Fig. 1: zoomed window
Bar = 10 microns. Region (50, 83) to (75, 108) microns. Cells in gray, sequential cells in the stronger gray; small squares are vias.
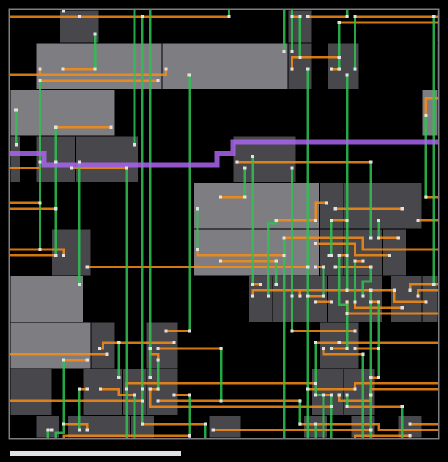
Fig. 2: signal metal coverage by tile
25 x 27 tiles, from dark blue (low) to red (high), scaled to the fullest tile. Values are wire area over tile area, all layers added.
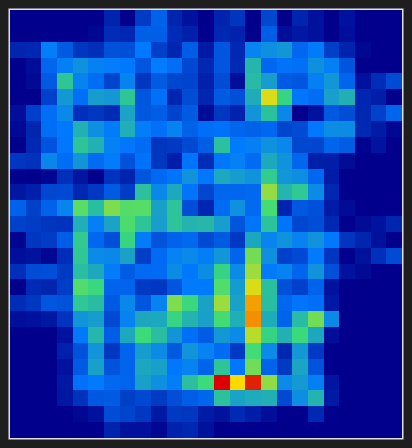
Fig. 3: cell sizes after repair
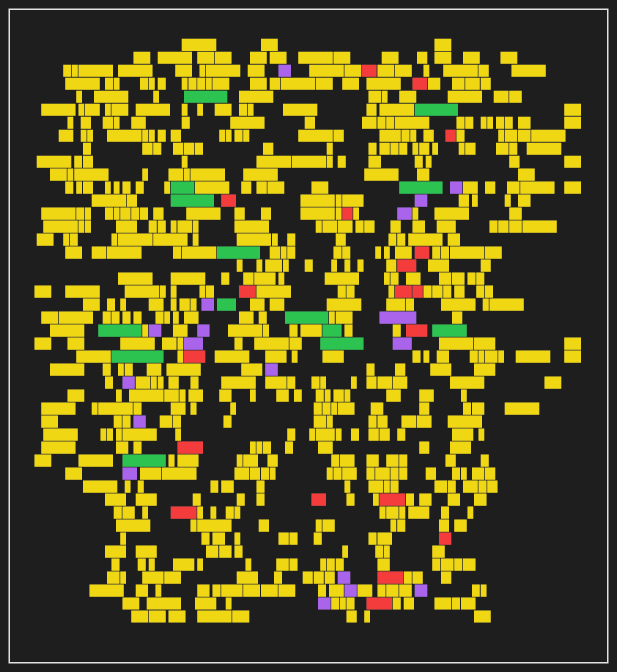
Fig. 4: cell outlines without signal wires
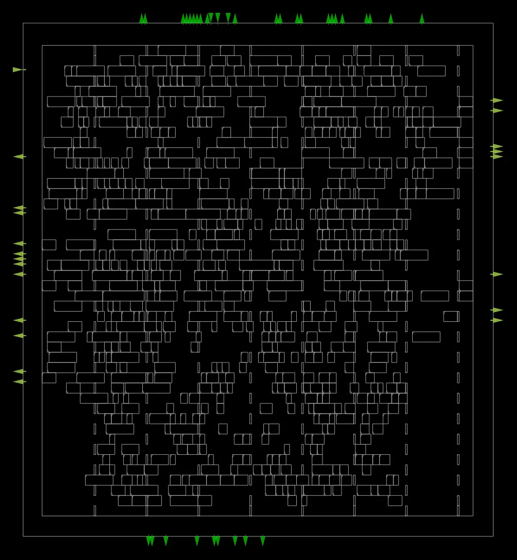
Fig. 5: clock wires, drivers and flops
Bar = 20 microns.
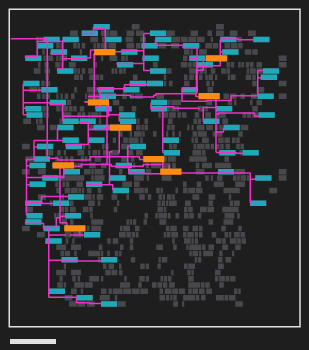
$ cat src/rtl/vga_sync_tracker.sv
`default_nettype none
// ============================================================================
//  Module   : vga_sync_tracker
//  Purpose  : Receive-side VGA sync tracker. Samples an incoming hsync/vsync
//             pair, measures the line period and the hsync high time, locks
//             once the line period has been stable for LOCK_LINES lines, and
//             then regenerates pixel/line counters aligned to the input.
//  Revision : 1.0 - initial release
// ----------------------------------------------------------------------------
//  Parameters
//    CNT_W       width of all counters and measurement outputs
//    LOCK_LINES  consecutive matching line periods needed to lock (1..15)
//    TOL         allowed |period - stored period| in clocks
//  Ports
//    clk         pixel clock (single domain)
//    reset       synchronous active-high reset
//    horzSyncIn  horizontal sync, active-high pulse
//    vertSyncIn  vertical sync, active-high pulse
//    locked      high while tracking a stable line period
//    lineStart   1-cycle pulse per accepted hsync rising edge while locked
//    frameStart  1-cycle pulse per vsync rising edge while locked
//    pixelX      clocks since last hsync rising edge (0 when unlocked)
//    lineY       lines since last vsync rising edge (0 when unlocked)
//    lineLen     last stored line period, in clocks
//    pulseWidth  last measured hsync high time, in clocks
//  Build option
//    VGA_SYNC_2FF_EN  adds a two-flop synchronizer on each sync input
//                     (all latencies grow by 2 cycles)
// ============================================================================
module vga_sync_tracker #(
  parameter int CNT_W      = 12,
  parameter int LOCK_LINES = 4,
  parameter int TOL        = 2
) (
  input  logic             clk,
  input  logic             reset,
  input  logic             horzSyncIn,
  input  logic             vertSyncIn,
  output logic             locked,
  output logic             lineStart,
  output logic             frameStart,
  output logic [CNT_W-1:0] pixelX,
  output logic [CNT_W-1:0] lineY,
  output logic [CNT_W-1:0] lineLen,
  output logic [CNT_W-1:0] pulseWidth
);

  localparam logic [CNT_W-1:0] CNT_MAX  = '1;
  localparam logic [CNT_W:0]   TOL_EXT  = (CNT_W+1)'(TOL);
  localparam logic [3:0]       LOCK_CNT = 4'(LOCK_LINES);

  typedef enum logic [1:0] {
    ST_SEARCH  = 2'd0,
    ST_MEASURE = 2'd1,
    ST_LOCKED  = 2'd2
  } state_t;

  // --------------------------------------------------------------------------
  // Optional input synchronizer
  // --------------------------------------------------------------------------
  logic hs_in;
  logic vs_in;

`ifdef VGA_SYNC_2FF_EN
  logic [1:0] hs_sync_q;
  logic [1:0] vs_sync_q;

  always_ff @(posedge clk) begin
    if (reset) begin
      hs_sync_q <= 2'b00;
      vs_sync_q <= 2'b00;
    end else begin
      hs_sync_q <= {hs_sync_q[0], horzSyncIn};
      vs_sync_q <= {vs_sync_q[0], vertSyncIn};
    end
  end

  assign hs_in = hs_sync_q[1];
  assign vs_in = vs_sync_q[1];
`else
  assign hs_in = horzSyncIn;
  assign vs_in = vertSyncIn;
`endif

  // --------------------------------------------------------------------------
  // State
  // --------------------------------------------------------------------------
  state_t           state_q,       state_d;
  logic             hs_q,          hs_q2;
  logic             vs_q,          vs_q2;
  logic [CNT_W-1:0] run_cnt_q,     run_cnt_d;
  logic [CNT_W-1:0] hi_cnt_q,      hi_cnt_d;
  logic [3:0]       match_cnt_q,   match_cnt_d;
  logic [1:0]       miss_cnt_q,    miss_cnt_d;
  logic [CNT_W-1:0] line_len_q,    line_len_d;
  logic [CNT_W-1:0] pulse_width_q, pulse_width_d;
  logic [CNT_W-1:0] pixel_x_q,     pixel_x_d;
  logic [CNT_W-1:0] line_y_q,      line_y_d;
  logic             line_start_q,  line_start_d;
  logic             frame_start_q, frame_start_d;

  // --------------------------------------------------------------------------
  // Edge detection and period measurement
  // --------------------------------------------------------------------------
  logic             hs_rise;
  logic             hs_fall;
  logic             vs_rise;
  logic [CNT_W:0]   period;
  logic [CNT_W:0]   len_ext;
  logic [CNT_W:0]   diff;
  logic             in_tol;
  logic             timeout;
  logic [CNT_W-1:0] period_sat;
  logic             was_locked;
  logic             now_locked;

  assign hs_rise = hs_q & ~hs_q2;
  assign hs_fall = ~hs_q & hs_q2;
  assign vs_rise = vs_q & ~vs_q2;

  // One extra bit keeps P = runCnt + 1 and |P - lineLen| from wrapping.
  assign period     = {1'b0, run_cnt_q} + (CNT_W+1)'(1);
  assign len_ext    = {1'b0, line_len_q};
  assign diff       = (period >= len_ext) ? (period - len_ext) : (len_ext - period);
  assign in_tol     = (diff <= TOL_EXT);
  assign period_sat = period[CNT_W] ? CNT_MAX : period[CNT_W-1:0];

  // Loss of signal: no hsync edge for a full counter span. An edge arriving
  // on the saturation cycle is still processed normally.
  assign timeout = (run_cnt_q == CNT_MAX) & ~hs_rise;

  // --------------------------------------------------------------------------
  // Lock state machine
  // --------------------------------------------------------------------------
  always_comb begin
    state_d     = state_q;
    match_cnt_d = match_cnt_q;
    miss_cnt_d  = miss_cnt_q;
    line_len_d  = line_len_q;

    case (state_q)
      ST_SEARCH: begin
        if (hs_rise) begin
          state_d     = ST_MEASURE;
          match_cnt_d = 4'd0;
          miss_cnt_d  = 2'd0;
        end
      end
      ST_MEASURE: begin
        if (hs_rise) begin
          if (in_tol) begin
            match_cnt_d = match_cnt_q + 4'd1;
            if ((match_cnt_q + 4'd1) == LOCK_CNT) begin
              state_d    = ST_LOCKED;
              miss_cnt_d = 2'd0;
            end
          end else begin
            line_len_d  = period_sat;
            match_cnt_d = 4'd0;
          end
        end
      end
      ST_LOCKED: begin
        if (hs_rise) begin
          if (in_tol) begin
            miss_cnt_d = 2'd0;
          end else if (miss_cnt_q != 2'd0) begin
            state_d     = ST_SEARCH;
            match_cnt_d = 4'd0;
            miss_cnt_d  = 2'd0;
          end else begin
            miss_cnt_d = miss_cnt_q + 2'd1;
          end
        end
      end
      default: begin
        state_d     = ST_SEARCH;
        match_cnt_d = 4'd0;
        miss_cnt_d  = 2'd0;
      end
    endcase

    if (timeout) begin
      state_d     = ST_SEARCH;
      match_cnt_d = 4'd0;
      miss_cnt_d  = 2'd0;
    end
  end

  // --------------------------------------------------------------------------
  // Counters and registered outputs
  // --------------------------------------------------------------------------
  assign was_locked = (state_q == ST_LOCKED);
  assign now_locked = (state_d == ST_LOCKED);

  always_comb begin
    run_cnt_d     = run_cnt_q;
    hi_cnt_d      = hi_cnt_q;
    pulse_width_d = pulse_width_q;
    line_y_d      = line_y_q;

    if (hs_rise) begin
      run_cnt_d = '0;
    end else if (run_cnt_q != CNT_MAX) begin
      run_cnt_d = run_cnt_q + 1'b1;
    end

    if (hs_fall) begin
      pulse_width_d = hi_cnt_q;
      hi_cnt_d      = '0;
    end else if (hs_q && (hi_cnt_q != CNT_MAX)) begin
      hi_cnt_d = hi_cnt_q + 1'b1;
    end

    // Pulses only fire if the state was and stays LOCKED, so the edge that
    // drops lock produces no lineStart.
    line_start_d  = hs_rise & was_locked & now_locked;
    frame_start_d = vs_rise & was_locked & now_locked;

    pixel_x_d = now_locked ? run_cnt_d : '0;

    if (!now_locked) begin
      line_y_d = '0;
    end else if (vs_rise) begin
      line_y_d = '0;
    end else if (line_start_d && (line_y_q != CNT_MAX)) begin
      line_y_d = line_y_q + 1'b1;
    end
  end

  always_ff @(posedge clk) begin
    if (reset) begin
      state_q       <= ST_SEARCH;
      hs_q          <= 1'b0;
      hs_q2         <= 1'b0;
      vs_q          <= 1'b0;
      vs_q2         <= 1'b0;
      run_cnt_q     <= '0;
      hi_cnt_q      <= '0;
      match_cnt_q   <= 4'd0;
      miss_cnt_q    <= 2'd0;
      line_len_q    <= '0;
      pulse_width_q <= '0;
      pixel_x_q     <= '0;
      line_y_q      <= '0;
      line_start_q  <= 1'b0;
      frame_start_q <= 1'b0;
    end else begin
      state_q       <= state_d;
      hs_q          <= hs_in;
      hs_q2         <= hs_q;
      vs_q          <= vs_in;
      vs_q2         <= vs_q;
      run_cnt_q     <= run_cnt_d;
      hi_cnt_q      <= hi_cnt_d;
      match_cnt_q   <= match_cnt_d;
      miss_cnt_q    <= miss_cnt_d;
      line_len_q    <= line_len_d;
      pulse_width_q <= pulse_width_d;
      pixel_x_q     <= pixel_x_d;
      line_y_q      <= line_y_d;
      line_start_q  <= line_start_d;
      frame_start_q <= frame_start_d;
    end
  end

  assign locked     = was_locked;
  assign lineStart  = line_start_q;
  assign frameStart = frame_start_q;
  assign pixelX     = pixel_x_q;
  assign lineY      = line_y_q;
  assign lineLen    = line_len_q;
  assign pulseWidth = pulse_width_q;

endmodule
`default_nettype wire

$ cat config.mk
export PLATFORM = sky130hd
export DESIGN_NAME = vga_sync_tracker
export DESIGN_NICKNAME = d
export VERILOG_FILES = /design/src/rtl/vga_sync_tracker.sv
export SDC_FILE = /design/constraint.sdc
export NUM_CORES = 1
export LEC_CHECK = 0
export CORE_ASPECT_RATIO = 1.1
export CORE_MARGIN = 5
export CORE_UTILIZATION = 35
export DETAILED_ROUTE_END_ITERATION = 7
export MAX_ROUTING_LAYER = met4
export PLACE_DENSITY_LB_ADDON = 0.12
export SKIP_CTS_REPAIR_TIMING = 1
export SLEW_MARGIN = 40
export SYNTH_ARGS = -nofsm -noshare
export SYNTH_HDL_FRONTEND = slang
export SYNTH_SLANG_ARGS = --single-unit
export TNS_END_PERCENT = 5
$ cat constraint.sdc
create_clock -name clk -period 4.95 [get_ports clk]
set_input_delay 0.495 -clock clk [delete_from_list [all_inputs] [get_ports clk]]
set_output_delay 0.495 -clock clk [all_outputs]
set_load 0.005 [all_outputs]
==> Slide: Implementation Results <==
Implementation Results

Routing
  – DR WL met2: 6920 microns
  – Initial drt markers: 257
  – Post-DRT Antenna Nets: 0
  – Via count: 4673
  – Post-route DRC: 0
  – Routed WL per cell: 16.6 microns
  – DR WL met3: 503 microns
  – Avg Vias per Cell: 5.32

Placed design
  – GP Congestion: 0.848
  – HPWL after detailed placement: 11300 microns
  – PortBufs: 54

Pwr
  – Net Switching: 0.000467 W
  – Tot Pwr: 0.00168 W
  – Pwr dens: 273 mW/mm^2
  – Switching share of power: 27.8%
  – Pleak: 2.27 nW
  – Power share of the sequential group: 42.3%
  – Clk pwr share: 43.1%
  – Seq pwr: 0.000710 W
  – Peak supply drop: 0.000211 V

Clock network
  – Inserted Clock Buffers: 9
  – H-tree Lvls: 3
  – Clk buf depth: 2
  – CTS tree: yes

Timing
  – Final period util: 91.5%
  – TNS Setup: 0 ps
  – Hold Vio Cnt, Final: 0
  – Skew final: 9.80 ps
  – Max transition margin: 49.7%

Synthesis
  – Top cells by area: dfxtp_1 34%, ha_1 7.1%, a21oi_1 5.8%
  – Syn nets: 671
  – YS chip area: 0.00509 sq mm
  – Synth Cell Area: 0.00509 sq mm
  – Area leader, netlist: dfxtp_1
  – Post-synth EDFFs: 0
  – Yosys Instances: 636
  – Area share of the largest cell type after synthesis: 33.8%
  – Ao+oa area frac: 22.0%

GRT
  – Total global-route track usage: 17.9%
  – GRT Residual Overflow: 0
  – GR Util met3: 3.26%

Cells and area
  – Fill cells: 1492
  – Comb gate area: 0.00305 sq mm
  – Nets: 717
  – Inverters: 42
  – Clkbuf count: 10
  – Top Layout Cells: 86 x dfxtp_1, 68 x nand2_1, 59 x a21oi_1
  – Fraction of layout cells with a size suffix above 1: 7.42%
  – FF+latch area: 0.00172 sq mm

Worst setup path
  – Crit. Startpoint: run_cnt_q[4]
  – Most frequent CP cell: or3_1
  – RR Startpoint: run_cnt_q[4]

Status
  – Outcome: completed

Die
  – Die width: 125 microns
About Fig. 1:
legend:
  metal 3:
    color: purple
  metal 1:
    color: orange
  metal 2:
    color: green
cells with their middle in the window: 32
most frequent: dfxtp_1 (7), inv_1 (4), nor2_1 (3)
sequential cells in the window: 7
netlist names of flops here include: miss_cnt_q (2), pixelX (2)

About Fig. 2:
densest ninth of the die: bottom center
fullest tile: 0.73
nearly empty tiles: 22%
mean over tiles: 0.13

About Fig. 3:
legend:
  _6 and larger:
    color: green
    cells: 14
  _0 and _1 cells:
    color: yellow
    cells: 636
  _3 and _4 cells:
    color: purple
    cells: 18
  _2 cells:
    color: red
    cells: 19
final instance area: 0.00614 sq mm
Layout Area Growth over Synthesis: 20.6%
Buffers, non-clock: 67
final worst setup slack: 419 ps

About Fig. 4:
tap cells: 192
row cnt: 46

About Fig. 5:
legend:
  clock wires:
    color: magenta
    length: 1250 microns
  flip-flops:
    color: cyan
    count: 86
  clock drivers:
    color: orange
    count: 9
routed clock nets: 10

state kept, by name, summed over array words and instances, names as in the netlist, 2 cells and up:
name and count:
run_cnt_q 12, miss_cnt_q 2, lineY 12, pulseWidth 12, lineLen 12, pixelX 12, hi_cnt_q 12, match_cnt_q 4
state_q 2
metrics by stage:
| stage | instance area (sq um) | setup WS, ps | utilization (%) | hold WS [ps] | instances |
|---|---|---|---|---|---|
| after global routing | 6140 | 34.6 | 42.8 | 479 | 879 |
| after global placement | 5820 | 379 | 40.6 | 444 | 863 |
| after CTS | 6140 | 287 | 42.8 | 462 | 879 |
| after detailed placement | 5820 | 328 | 40.6 | 449 | 863 |
| after floorplan | 5090 | 1070 | - | 438 | 636 |
| final | 6140 | 419 | 42.8 | 461 | 879 |
Power and IR drop assume default switching activity.
